sizing.png
Drawn at 1.5 px/um.
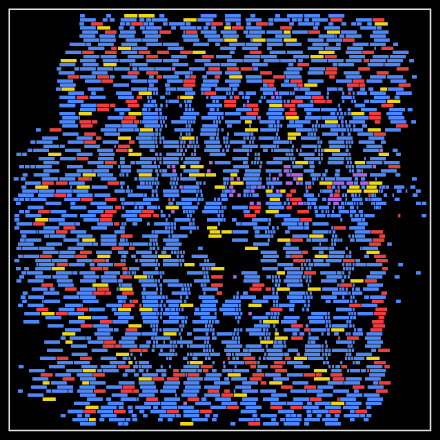
pinout.png
Drawn at 1.5 px/um. Pins as bars across the die edge, other pins in grey.
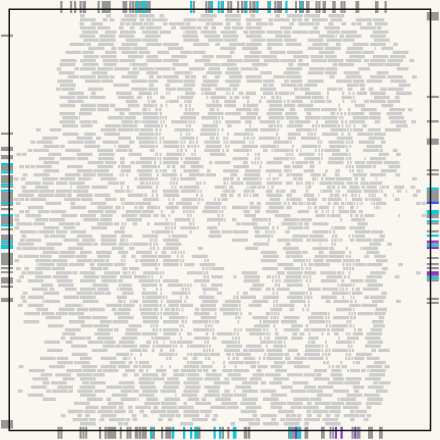
placed.png
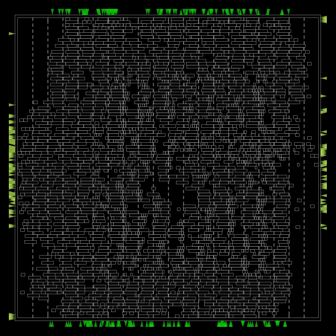
port_trees.png
Drawn at 1 px/um.
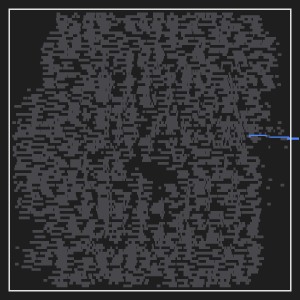
gates.png
Drawn at 1.5 px/um.
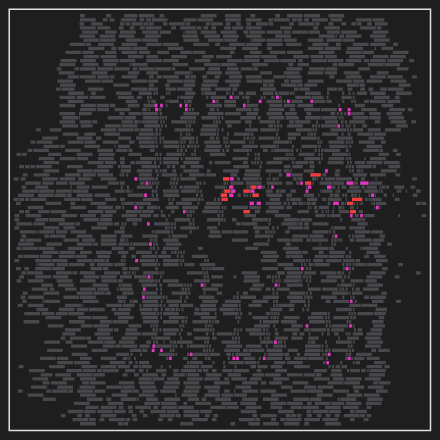
Design bwt_mem_req_arbiter, sky130hd; sources not shown.
==> results_dict.tcl <==
# yosys + openroad results
set metrics [dict create \
    most_common_cell "edfxtp_1" \
    flops 808 \
    cts_buffers 83 \
    clockBufferDepth 3 \
    top_cells_by_area "edfxtp_1 (65%), mux4_2 (13%), nor3_1 (5.8%)" \
    p_leak_nw 12.6 \
    synth.distinct_cells 43 \
    simple_gate_share 0.0964 \
    r2r_slack_ns 2.87 \
    crit_required_ns 6.82 \
    grt_pass1_vias 21300 \
    fmax_mhz 257 \
    met3_usage 0.0508 \
    period_used_share 0.618 \
    route.detailed.drc 0 \
    slowest_delay_ns 0.73 \
    place_hpwl_mm 54.2 \
    nClkBuffers 114 \
    cp.depth 11 \
    swShare 0.257 \
    outcome "finished, final reports clean" \
    wl_met1_mm 38.2 \
    placedCellCount 3142 \
    finalNetCount 2453 \
    fillers 5900 \
    pre_cts_ws_ns 1.53 \
    p_sw_mw 3.56 \
    final-max-slew-violation-count 0 \
    clock-root-buffer "clkbuf_16" \
    drt-initial-drc-count 2322 \
    grt_pass1_wl_mm 136 \
    comb_area_um2 9930 \
    top_usage_layer "met2" \
    inverters 11 \
    pwr_density_cell_nw_per_um2 342 \
    ctsResizeCount 0 \
    hold_viol_final 0 \
    synth_area_leader_cell "edfxtp_1" \
    yosys_most_used_dff "edfxtp_1" \
    worstPathMaxFanout 38 \
    top_cells_by_count "edfxtp_1 (744), nor3_1 (396), mux4_2 (199), clkbuf_1 (132), nor4_1 (99)" \
    cts_hold_buf 0 \
    finClkSkew_ns 0.0270 \
    place_congestion 0.779 \
    synth_warnings 0 \
    clock_latency_ns 0.63 \
    seqPwrFrac 0.479 \
    holdWs_ns 0.506 \
    p_comb_frac 0.167 \
    synth_top_area_share 0.652 \
    postSynthSeqShare 0.690 \
    holdCritPathClass "reg2reg" \
    critPathCaptureType "flip-flop" \
    period_needed_ns 3.89 \
    nNonClkBuffers 286 \
    antenna_cells 9 \
    max-slew-margin-rel 0.433 \
    cap_viol_max_count 0 \
    route.met3.wl_mm 7.10 \
    buf_share 0.0730 \
    cts_setup_buffers 0 \
    edf_count 744 \
    place_area_um2 37700 \
    dr_wl_met2_mm 44.6 \
    cts_max_level 3 \
    r2r_cells 7 \
    topCombFamilyByArea "multiplexers" \
    grt_usage 0.235 \
]
Back to the opening pictures, sizing.png:
Red is x2, cells 266, share 11%, most used mux4_2. Blue is x1 and smaller, cells 1879, share 81%, most used edfxtp_1. Yellow is x6 and larger, cells 125, share 5.4%, most used clkbuf_16. Purple is x3 and x4, cells 47, share 2.0%, most used buf_4.
post-route cell area: 40500 um^2
area delta synth->final: 18.4%
Setup WS post-layout: 2.40 ns

Back to the opening pictures, pinout.png:
Cyan is `addr_k_b`, pins 42, direction input, edge 13 bottom, 12 top, 10 left, 7 right. Purple is `read_num_b`, pins 8, direction input, edge 4 bottom, 4 right. Blue is `busy`, pins 1, direction output, edge right.
All pins by edge: 74 top, 72 bottom, 58 left, 41 right.
Die Y: 280 um
die width: 280 um
count of input and output buffers: 244

Back to the opening pictures, placed.png:
Layout Cells excl Fill: 3304
utilization after layout: 0.536

Back to the opening pictures, port_trees.png:
Blue is `busy`, bits 1, direction output, end cells 1, wire 37.9 um.
I/O pins: 245

Back to the opening pictures, gates.png:
Magenta is and/or cells, cells 70, most used and3_1. Red is fa/ha/maj cells, cells 13, most used ha_1, where centre.
Comb/total area: 0.245
most frequent logic cell in the layout: edfxtp_1

[power groups by stage]
stage | combinational [mW] | clock (mW) | sequential, mW
4_1_cts | 2.32 | 5.03 | 6.64
3_5_place_dp | 2.31 | 0 | 6.75
2_1_floorplan | 1.19 | 0 | 6.70
3_3_place_gp | 2.26 | 0 | 6.74
5_1_grt | 2.47 | 5.24 | 6.68
6_report | 2.31 | 4.93 | 6.64
[cells by family (layout without fill, tap and decap cells)]
kind of cell,after synthesis,in the layout
DFF,808,808
other,0,9
buffers and inverters,188,448
xor gates and xnor gates,8,8
and+or+nand+nor,617,617
AOI/OAI and AO/OA,164,164
muxes,259,259
adders and majority gates,13,13
